===== src/rtl/pdp_bist_pkg.sv =====
// rtl/pdp_bist_pkg.sv - shared types, LFSR step and pattern generator for the PDP RAM BIST engine
package pdp_bist_pkg;

    typedef enum logic [2:0] {
        ST_IDLE  = 3'd0,
        ST_WR    = 3'd1,
        ST_RD    = 3'd2,
        ST_RW    = 3'd3,
        ST_RD_DN = 3'd4,
        ST_DRAIN = 3'd5,
        ST_DONE  = 3'd6
    } bist_state_e;

    typedef enum logic [1:0] {
        MODE_SWEEP   = 2'd0,
        MODE_CHECKER = 2'd1,
        MODE_LFSR    = 2'd2,
        MODE_MARCH   = 2'd3
    } bist_mode_e;

    // x^32 + x^22 + x^2 + x + 1, right-shifting Galois form
    localparam logic [31:0] LFSR_TAPS = 32'h8020_0003;

    function automatic logic [31:0] lfsr_next(input logic [31:0] s);
        return (s >> 1) ^ (s[0] ? LFSR_TAPS : 32'd0);
    endfunction

    // 64-bit pattern for address a; the caller truncates to its data width.
    // The checkerboard only fills an even number of bits so odd widths keep a zero MSB.
    function automatic logic [63:0] pattern(input bist_mode_e mode, input logic [31:0] addr,
                                            input logic [31:0] lfsr, input int unsigned dw);
        logic [63:0] even_mask;
        logic [63:0] cb;
        even_mask = (dw >= 64) ? {64{1'b1}} : ((64'd1 << (dw - (dw % 2))) - 64'd1);
        cb        = 64'h5555_5555_5555_5555 & even_mask;
        case (mode)
            MODE_SWEEP:   pattern = {32'd0, addr};
            MODE_CHECKER: pattern = addr[0] ? ~cb : cb;
            MODE_LFSR:    pattern = {lfsr, lfsr};
            default:      pattern = 64'd0;
        endcase
    endfunction

endpackage


===== src/rtl/pdp_bist_chk.sv =====
// rtl/pdp_bist_chk.sv - read-latency aligned expected-data pipe, comparator and error log
module pdp_bist_chk
    import pdp_bist_pkg::*;
#(
    parameter int ADDR_WIDTH = 10,
    parameter int DATA_WIDTH = 18,
    parameter int RD_LATENCY = 2
) (
    input  logic                  clk_i,
    input  logic                  rst_n_i,
    input  logic                  clr_i,
    input  logic                  flush_i,
    input  logic                  push_i,
    input  logic [DATA_WIDTH-1:0] exp_i,
    input  logic [ADDR_WIDTH-1:0] addr_i,
    input  logic [DATA_WIDTH-1:0] rd_data_i,
    output logic [15:0]           err_cnt_o,
    output logic [ADDR_WIDTH-1:0] fail_addr_o
);

    logic [RD_LATENCY-1:0] vld_q, vld_d;
    logic [DATA_WIDTH-1:0] exp_q [RD_LATENCY];
    logic [DATA_WIDTH-1:0] exp_d [RD_LATENCY];
    logic [ADDR_WIDTH-1:0] adr_q [RD_LATENCY];
    logic [ADDR_WIDTH-1:0] adr_d [RD_LATENCY];
    logic [15:0]           err_q, err_d;
    logic [ADDR_WIDTH-1:0] fail_q, fail_d;
    logic                  mismatch;

    // Shift the pipe, compare its oldest entry with RAM data, and update the error log
    always_comb begin
        vld_d[0] = push_i;
        exp_d[0] = exp_i;
        adr_d[0] = addr_i;
        for (int i = 1; i < RD_LATENCY; i++) begin
            vld_d[i] = vld_q[i-1];
            exp_d[i] = exp_q[i-1];
            adr_d[i] = adr_q[i-1];
        end
        if (flush_i || clr_i) begin
            vld_d = '0;
        end
        mismatch = vld_q[RD_LATENCY-1] && (rd_data_i !== exp_q[RD_LATENCY-1]);
        err_d    = err_q;
        fail_d   = fail_q;
        if (clr_i) begin
            err_d  = '0;
            fail_d = '0;
        end else if (mismatch) begin
            if (err_q != 16'hFFFF) begin
                err_d = err_q + 16'd1;
            end
            if (err_q == 16'd0) begin
                fail_d = adr_q[RD_LATENCY-1];
            end
        end
    end

    // Pipe and error-log registers
    always_ff @(posedge clk_i or negedge rst_n_i) begin
        if (!rst_n_i) begin
            vld_q  <= '0;
            err_q  <= '0;
            fail_q <= '0;
            for (int i = 0; i < RD_LATENCY; i++) begin
                exp_q[i] <= '0;
                adr_q[i] <= '0;
            end
        end else begin
            vld_q  <= vld_d;
            exp_q  <= exp_d;
            adr_q  <= adr_d;
            err_q  <= err_d;
            fail_q <= fail_d;
        end
    end

    assign err_cnt_o   = err_q;
    assign fail_addr_o = fail_q;

endmodule


===== src/rtl/pdp_bist_engine.sv =====
// rtl/pdp_bist_engine.sv - pattern/march traffic generator and checker for one PDP RAM
module pdp_bist_engine
    import pdp_bist_pkg::*;
#(
    parameter int          ADDR_DEPTH = 1024,
    parameter int          ADDR_WIDTH = $clog2(ADDR_DEPTH),
    parameter int          DATA_WIDTH = 18,
    parameter int          BYTE_WIDTH = (DATA_WIDTH >= 9) ? DATA_WIDTH / 9 : 1,
    parameter int          RD_LATENCY = 2,
    parameter logic [31:0] LFSR_SEED  = 32'hACE1_0001
) (
    input  logic                  clk_i,
    input  logic                  rst_n_i,
    input  logic                  start_i,
    input  logic                  abort_i,
    input  logic [1:0]            mode_i,
    output logic                  busy_o,
    output logic                  done_o,
    output logic                  pass_o,
    output logic [15:0]           err_cnt_o,
    output logic [ADDR_WIDTH-1:0] fail_addr_o,
    output logic                  wr_en_o,
    output logic [ADDR_WIDTH-1:0] wr_addr_o,
    output logic [DATA_WIDTH-1:0] wr_data_o,
    output logic [BYTE_WIDTH-1:0] ben_o,
    output logic                  rd_en_o,
    output logic [ADDR_WIDTH-1:0] rd_addr_o,
    input  logic [DATA_WIDTH-1:0] rd_data_i
);

    localparam logic [ADDR_WIDTH-1:0] LAST_ADDR = ADDR_WIDTH'(ADDR_DEPTH - 1);
    localparam int                    DCW        = (RD_LATENCY > 1) ? $clog2(RD_LATENCY) : 1;
    localparam logic [DCW-1:0]        DRAIN_LAST = DCW'(RD_LATENCY - 1);

    bist_state_e           state_q, state_d;
    bist_mode_e            mode_q, mode_d;
    logic [ADDR_WIDTH-1:0] addr_q, addr_d;
    logic                  rw_ph_q, rw_ph_d;
    logic [DCW-1:0]        drain_q, drain_d;
    logic [31:0]           lfsr_q, lfsr_d;
    logic                  pass_q, pass_d;

    logic                  start_acc, last, wr_en, rd_en, chk_push;
    logic [DATA_WIDTH-1:0] pat, wdata, chk_exp;

    // Next-state, address sequencing and RAM port drive
    always_comb begin
        start_acc = start_i && !abort_i && (state_q == ST_IDLE);
        pat       = DATA_WIDTH'(pattern(mode_q, 32'(addr_q), lfsr_q, DATA_WIDTH));
        last      = (addr_q == LAST_ADDR);
        state_d   = state_q;
        mode_d    = mode_q;
        addr_d    = addr_q;
        rw_ph_d   = rw_ph_q;
        drain_d   = drain_q;
        lfsr_d    = lfsr_q;
        wr_en     = 1'b0;
        rd_en     = 1'b0;
        wdata     = '0;
        chk_push  = 1'b0;
        chk_exp   = '0;
        case (state_q)
            ST_IDLE: begin
                if (start_acc) begin
                    state_d = ST_WR;
                    mode_d  = bist_mode_e'(mode_i);
                    addr_d  = '0;
                    lfsr_d  = LFSR_SEED;
                end
            end
            ST_WR: begin
                wr_en  = 1'b1;
                wdata  = (mode_q == MODE_MARCH) ? '0 : pat;
                lfsr_d = lfsr_next(lfsr_q);
                if (last) begin
                    addr_d  = '0;
                    rw_ph_d = 1'b0;
                    lfsr_d  = LFSR_SEED;
                    state_d = (mode_q == MODE_MARCH) ? ST_RW : ST_RD;
                end else begin
                    addr_d = addr_q + ADDR_WIDTH'(1);
                end
            end
            ST_RD: begin
                rd_en    = 1'b1;
                chk_push = 1'b1;
                chk_exp  = pat;
                lfsr_d   = lfsr_next(lfsr_q);
                if (last) begin
                    drain_d = '0;
                    state_d = ST_DRAIN;
                end else begin
                    addr_d = addr_q + ADDR_WIDTH'(1);
                end
            end
            ST_RW: begin
                // read-expect-0 then write-1 at the same address on consecutive cycles
                if (!rw_ph_q) begin
                    rd_en    = 1'b1;
                    chk_push = 1'b1;
                    chk_exp  = '0;
                    rw_ph_d  = 1'b1;
                end else begin
                    wr_en   = 1'b1;
                    wdata   = '1;
                    rw_ph_d = 1'b0;
                    if (last) begin
                        state_d = ST_RD_DN;
                    end else begin
                        addr_d = addr_q + ADDR_WIDTH'(1);
                    end
                end
            end
            ST_RD_DN: begin
                rd_en    = 1'b1;
                chk_push = 1'b1;
                chk_exp  = '1;
                if (addr_q == '0) begin
                    drain_d = '0;
                    state_d = ST_DRAIN;
                end else begin
                    addr_d = addr_q - ADDR_WIDTH'(1);
                end
            end
            ST_DRAIN: begin
                if (drain_q == DRAIN_LAST) begin
                    state_d = ST_DONE;
                end else begin
                    drain_d = drain_q + DCW'(1);
                end
            end
            ST_DONE: state_d = ST_IDLE;
            default: state_d = ST_IDLE;
        endcase
        if (abort_i) begin
            state_d = ST_IDLE;
        end
        pass_d = pass_q;
        if (start_acc) begin
            pass_d = 1'b0;
        end else if (state_q == ST_DONE) begin
            pass_d = (err_cnt_o == 16'd0);
        end
    end

    // Control state registers
    always_ff @(posedge clk_i or negedge rst_n_i) begin
        if (!rst_n_i) begin
            state_q <= ST_IDLE;
            mode_q  <= MODE_SWEEP;
            addr_q  <= '0;
            rw_ph_q <= 1'b0;
            drain_q <= '0;
            lfsr_q  <= LFSR_SEED;
            pass_q  <= 1'b0;
        end else begin
            state_q <= state_d;
            mode_q  <= mode_d;
            addr_q  <= addr_d;
            rw_ph_q <= rw_ph_d;
            drain_q <= drain_d;
            lfsr_q  <= lfsr_d;
            pass_q  <= pass_d;
        end
    end

    pdp_bist_chk #(
        .ADDR_WIDTH (ADDR_WIDTH),
        .DATA_WIDTH (DATA_WIDTH),
        .RD_LATENCY (RD_LATENCY)
    ) u_chk (
        .clk_i       (clk_i),
        .rst_n_i     (rst_n_i),
        .clr_i       (start_acc),
        .flush_i     (abort_i),
        .push_i      (chk_push),
        .exp_i       (chk_exp),
        .addr_i      (addr_q),
        .rd_data_i   (rd_data_i),
        .err_cnt_o   (err_cnt_o),
        .fail_addr_o (fail_addr_o)
    );

    assign busy_o    = (state_q != ST_IDLE);
    assign done_o    = (state_q == ST_DONE);
    assign pass_o    = (state_q == ST_DONE) ? (err_cnt_o == 16'd0) : pass_q;
    assign wr_en_o   = wr_en;
    assign wr_addr_o = wr_en ? addr_q : '0;
    assign wr_data_o = wdata;
    assign ben_o     = {BYTE_WIDTH{wr_en}};
    assign rd_en_o   = rd_en;
    assign rd_addr_o = rd_en ? addr_q : '0;

endmodule

===== config.mk =====
export PLATFORM = sky130hd
export DESIGN_NAME = pdp_bist_engine
export DESIGN_NICKNAME = d
export VERILOG_FILES = /design/src/rtl/pdp_bist_pkg.sv /design/src/rtl/pdp_bist_chk.sv /design/src/rtl/pdp_bist_engine.sv
export SDC_FILE = /design/constraint.sdc
export NUM_CORES = 1
export LEC_CHECK = 0
export CORE_MARGIN = 2
export CORE_UTILIZATION = 35
export DETAILED_ROUTE_END_ITERATION = 6
export HOLD_SLACK_MARGIN = 0.1
export PLACE_DENSITY = 0.56
export SLEW_MARGIN = 20
export SYNTH_ARGS = -nofsm -noshare
export SYNTH_HDL_FRONTEND = slang
export SYNTH_HIERARCHICAL = 1
export SYNTH_SLANG_ARGS = --single-unit
export TNS_END_PERCENT = 10

===== constraint.sdc =====
create_clock -name clk_i -period 2.7 [get_ports clk_i]
set_input_delay 0.27 -clock clk_i [delete_from_list [all_inputs] [get_ports clk_i]]
set_output_delay 0.27 -clock clk_i [all_outputs]
set_load 0.005 [all_outputs]

**Run 1: clock nets**

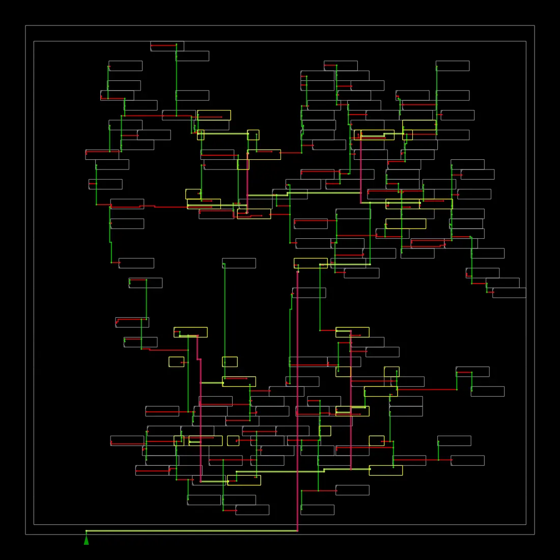
CLK BUF: 17
Fin Clk Skew: 0.0114 ns

**Run 1: placed cells, one colour a class**

Bar = 50 um.
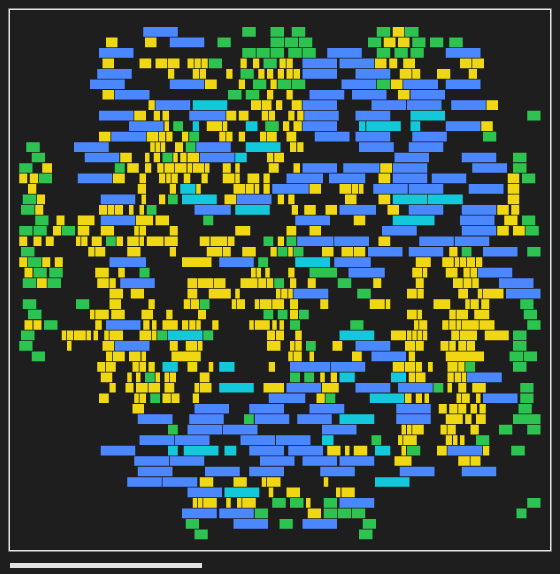
| class | colour | cells | share of their area |
|---|---|---|---|
| combinational and other logic | yellow | 443 | 36% |
| clock drivers and dummy loads | cyan | 32 | 7.1% |
| remaining buffers and delay cells | green | 132 | 15% |
| sequential cells | blue | 134 | 41% |
Final Cell Area: 8450 um2
# rows: 49

==> summary.txt, run 1 <==
run metrics: routed vias/inst=5.56, initial antenna violation count=0, pre-CTS setup slack=0.257 ns, crit share post-route=97.7%, met1 usage=26.2%, Post-synth seq share=51.7%, post-synth top area share=48.1%, CP delay by family, top=buffers and inverters, post-placement cell count=933, distinct lib cells=82, YS warnings=6, Worst R2R End=addr_q[4]$_DFFE_PN0P_, Antenna Cells=0, antenna viol nets, final=0, per-cell routed wire length=18.9 um, R2R Path Start=addr_q[0]$_DFFE_PN0P_, most common logic cell in the routed design=dfrtp_1, core area=18100 um2, Startpoint Class=flop, Worst Hold Slack=0.263 ns, clk pwr=2.28 mW, comb area leader=AND-OR/OR-AND gates, Synth Area in Simple Gates=16.1%, Rel. slew slack=43.5%, top-count cell post-synth=dfrtp_1, setup violators final=0, crit path max fanout=9, Die Area=19700 um2, Worst setup EP type=output pin, GR peak layer=met2, clk sinks=134, met3 Resource Use GR=4.17%, clock slew at reported path FFs=0.06 ns, CTS root buffer=clkbuf_16, flip-flop and latch power=2.68 mW, Lkg Pwr=3.59 nW, r2r setup slk=0.28 ns, Seq pwr share=36.7%, tool warnings=30, Latency at later pin=0.43 ns, max-slew violations=0, met3 wire len=996 um, total power=7.28 mW, first drt pass iteration count=5, Critical Path Start=addr_q[0]$_DFFE_PN0P_, nets=757, WL met1=8340 um, top power group=registers, final WL=18300 um, number of synthesized flops with an enable pin=0, Top Layer Used=met4, max incr delay on CP=0.57 ns, critical path arrival=2.37 ns, Setup TNS=0 ns, Critical Path Stages=7, Post-Syn Area=6510 um2, Tot GR Track Use=19.2%, Setup Fix Bufs, Post-CTS=0, drc violations=0, crit path buf inv count=2, largest net degree at the start of global routing=92, worst-margin pin slew=0.846 ns, AO/OA Area Share=20.8%, Pwr Density=862 nW/um2, outcome=completed, post-synthesis cell count=619, met2 routed WL=8560 um, cells along the critical path=buf_4 > and2_2 > a21oi_1 > nor2_1 > a21oi_2 > o21ai_0 > clkdlybuf4s50_1, Yosys chip area=6510 um2, max-cap violation count=0, Commonest flop=dfrtp_1, post-layout min period=2.64 ns, P_sw=2.62 mW, Max IR drop VDD=480 uV, DR vias=5397, CTS Hold Buffers Added=1, fraction of layout cells with a size suffix above 1=16.7%, combinational share of power=31.9%
**Run 1: cell sizes after repair**

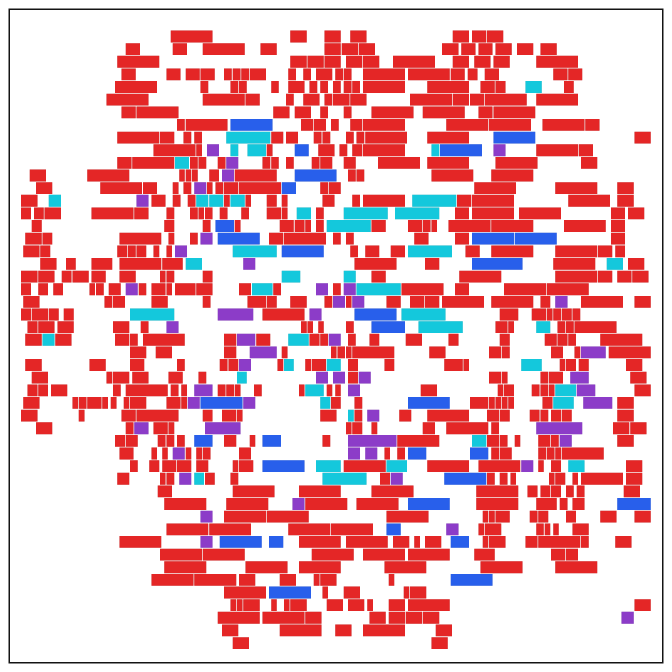
| size | colour | cells |
|---|---|---|
| _2 cells | cyan | 44 |
| _6 and larger | blue | 30 |
| _0 and _1 cells | red | 617 |
| _3 and _4 cells | purple | 50 |
Repair and plain buffers: 132
final worst setup slack: 0.0619 ns
area delta synth->final: 29.9%

==> run 1: logic make-up after synthesis <==
group,after synthesis
AOI/OAI and AO/OA,191
xor gates and xnor gates,23
adders and majority gates,5
buffers and inverters,64
DFF,134
muxes,16
and+or+nand+nor,186
==> run 1: cell type report <==
type / instances / area [um2]
fillers: 1649 / 9640
multi-input cells: 421 / 2880
clock inverters: 15 / 158
inverters: 22 / 82.6
clock buffers: 17 / 425
repair buffers: 132 / 1250
well taps: 229 / 287
flip-flops and latches: 134 / 3370
==> run 1: sequential cells by signal, indices dropped and copies added, names as in the netlist, 10 cells and up <==
signal,flops
u_chk/exp_d,18
u_chk/err_cnt_o,16
u_chk/adr_q,10
u_chk/fail_addr_o,10
u_chk/exp_q,18
u_chk/adr_d,10
addr_q,10
lfsr_q,32
**Run 1: clock network drawn from the DEF**

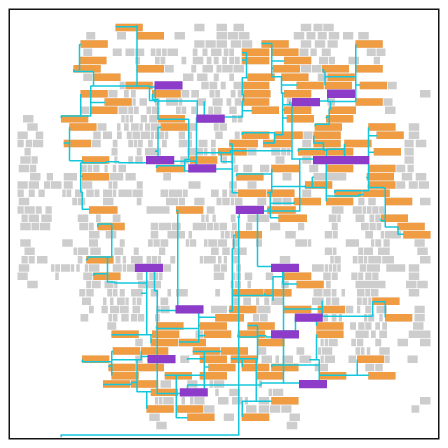

==> inputs of run 2 (changes only) <==
CTS_BUF_LIST = sky130_fd_sc_hd__clkbuf_2 sky130_fd_sc_hd__clkbuf_4 sky130_fd_sc_hd__clkbuf_8   (was unset)
REMOVE_ABC_BUFFERS = 1   (was unset)
**Run 2: clock network drawn from the DEF**

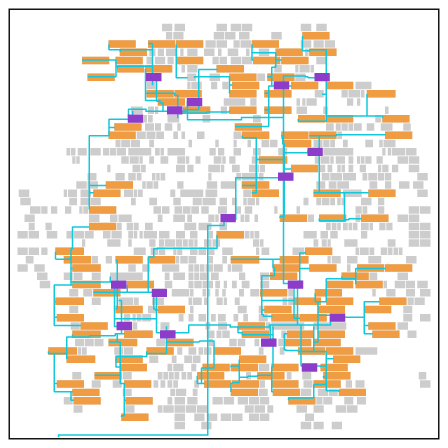
[flip-flops] orange | count: 134
[clock wires] cyan | length: 1680 um
[clock drivers] purple | count: 17
routed clock nets: 18
clk pwr: 1.82 mW
Latency at later pin: 0.45 ns
clock network power share: 26.6%

**Run 2: clock nets**

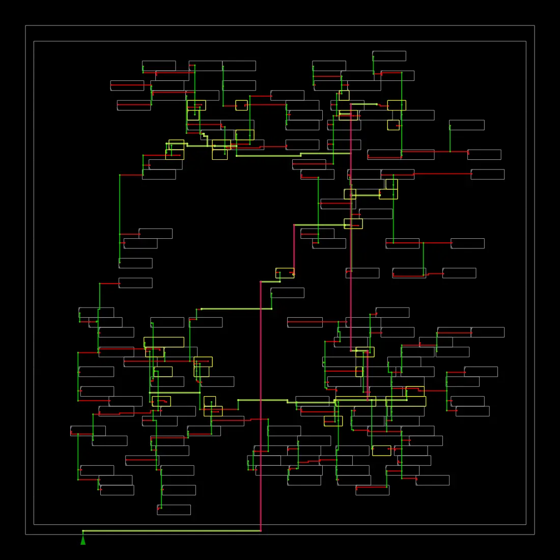
CLK BUF: 18
final sequential cell count: 134
clk sinks: 134

==> summary.txt, run 2 <==
run metrics: outcome=completed, Setup TNS=0 ns (unchanged), max-cap violation count=0 (unchanged), largest register by flop count=lfsr_q, worst-margin pin slew=0.620 ns (-0.226 ns), Yosys chip area=6510 um2 (unchanged), Final Cell Area=8380 um2 (-0.87%), final WL=18000 um (-1.9%), post-synth top area cell=dfrtp_1, post-placement cell count=938 (+0.54%), largest net degree at the start of global routing=71 (-23%), core area=18100 um2 (unchanged), YS warnings=6 (unchanged), tool warnings=29 (-3.3%), combinational share of cell area=34.5% (+0.51 points), WS Path Type=reg2out, Filler Cell Count=1681 (+1.9%), Core Util at FP=36.0%, max FFs per register=32 (unchanged), register area=3370 um2 (about the same), pre-CTS setup slack=0.288 ns (+0.0307 ns), WL met1=8310 um (-0.35%), worst setup path end=pass_o, post-synthesis cell count=619 (unchanged), comb area leader=AND-OR/OR-AND gates, met1 usage=25.3% (-0.81 points), Worst R2R End=addr_q[5]$_DFFE_PN0P_, Post-synth area hogs=dfrtp_1, dfstp_2, a21oi_1, critical path arrival=2.32 ns (-0.05 ns), met2 usage=29.5%, met3 Resource Use GR=4.17% (unchanged), routed vias/inst=5.46 (-1.8%), DR vias=5338 (-1.1%), Layout clock area frac=5.21% (-1.7 points), Commonest flop=dfrtp_1, Pwr Density=820 nW/um2 (-4.9%), DP Area=7820 um2, Logic Gate Count=421 (unchanged), dominant kind of cell=flip-flops and latches, drc violations=0 (unchanged), data required time of the worst path=2.43 ns, most frequent cells after synthesis=dfrtp_1, nor2_1, a21oi_1, post-synth top area share=48.1% (unchanged), Fin Clk Skew=0.0107 ns (-0.000738 ns), Post-Syn Area=6510 um2 (unchanged), per-cell routed wire length=18.4 um (-2.6%), max-slew violations=0 (unchanged), cells along the critical path=nor4_1 > nand4_1 > o31ai_2 > clkdlybuf4s50_1, most common logic cell in the routed design=dfrtp_1, Critical Path Start=u_chk/err_cnt_o[0]$_DFFE_PN0P_, H-tree levels=4, first-pass GRT wire length=28900 um, fmax=387 MHz, R2R Path Start=addr_q[0]$_DFFE_PN0P_, GR peak layer=met2, Die Area=19700 um2 (unchanged), yosys xor share=3.10%, I/O pin count=95, Post-synth seq share=51.7% (unchanged), buffering overhead=15.6% (+0.77 points), routability-driven placement congestion ratio=0.973, met2 routed WL=8580 um (+0.26%), CP delay by family, top=buffers and inverters, Critical Path Stages=4 (-3), Synth Area in Simple Gates=16.1% (unchanged), number of synthesized flops with an enable pin=0 (unchanged), Lkg Pwr=3.56 nW (-0.86%), Antenna Cells=0 (unchanged), Worst Hold Slack=0.341 ns (+0.0781 ns), Top Layer Used=met4, met3 wire len=831 um (-17%), r2r setup slk=0.26 ns (-0.02 ns), final worst setup slack=0.114 ns (+0.0520 ns), Tot GR Track Use=18.6% (-0.59 points), worst reg2reg path depth=7, port buffer count=94, Synth Register Bits=134, distinct lib cells=82 (unchanged), asr flop ratio synth=100%, # Cells Yosys=619, crit share post-route=95.8% (-1.9 points), crit path buf inv count=1 (-1), top-count cell post-synth=dfrtp_1, flop share of the area=40.2% (+0.32 points), Logic inverters=22 (unchanged), total power=6.87 mW (-5.7%), CTS root buffer=clkbuf_8, vias in the first global route=5313, Comb area=2890 um2 (+0.61%), Longest Clk Path Bufs=2, Rel. slew slack=58.3% (+15 points), AO/OA Area Share=20.8% (unchanged), DR iter-0 viols=339, Layout Cells excl Fill=977, antenna viol nets, final=0 (unchanged), Max IR drop VDD=366 uV (-24%), n_taps=229 (unchanged), post-layout min period=2.59 ns (-0.0520 ns), nets=764 (+0.92%), Worst setup EP type=output pin, die height=140 um, # rows=49 (unchanged), first drt pass iteration count=6 (+1), Hold WC Path Type=in2async, Startpoint Class=flop, clock slew at reported path FFs=0.08 ns (+0.02 ns), initial antenna violation count=0 (unchanged), final count of hold timing violations=0, Repair and plain buffers=139 (+5.3%), CP max stage cell=clkdlybuf4s50_1, fraction of layout cells with a size suffix above 1=17.4% (+0.65 points), max incr delay on CP=0.57 ns (about the same), crit path max fanout=7 (-2), setup violators final=0 (unchanged), area delta synth->final=28.7%
## run 2: cell types whose count changed in the layout (fill, tap and decap cells not counted), moves of 2 or more
cell and change:
nor3_1 -2, clkinv_4 +2, a21oi_2 -2, clkbuf_8 +18, clkbuf_16 -17, bufinv_16 +2, nor3_4 +2, inv_8 -3
buf_4 +5, a21oi_1 +2
## run 2: timing repair
item,4_1_cts,5_1_grt
cloned,0,0
hold buffers,1,0
setup endpoints to repair,37,29
resized,5,16
hold endpoints to repair,36,0
setup buffers,0,6
## run 2: power breakdown
part | switching [mW] | total [mW] | internal, mW
clock network | 0.854 | 1.82 | 0.969
logic | 1.37 | 2.39 | 1.02
registers | 0.280 | 2.65 | 2.37
total | 2.50 | 6.87 | 4.36
Power is estimated from default activity; no workload was simulated.
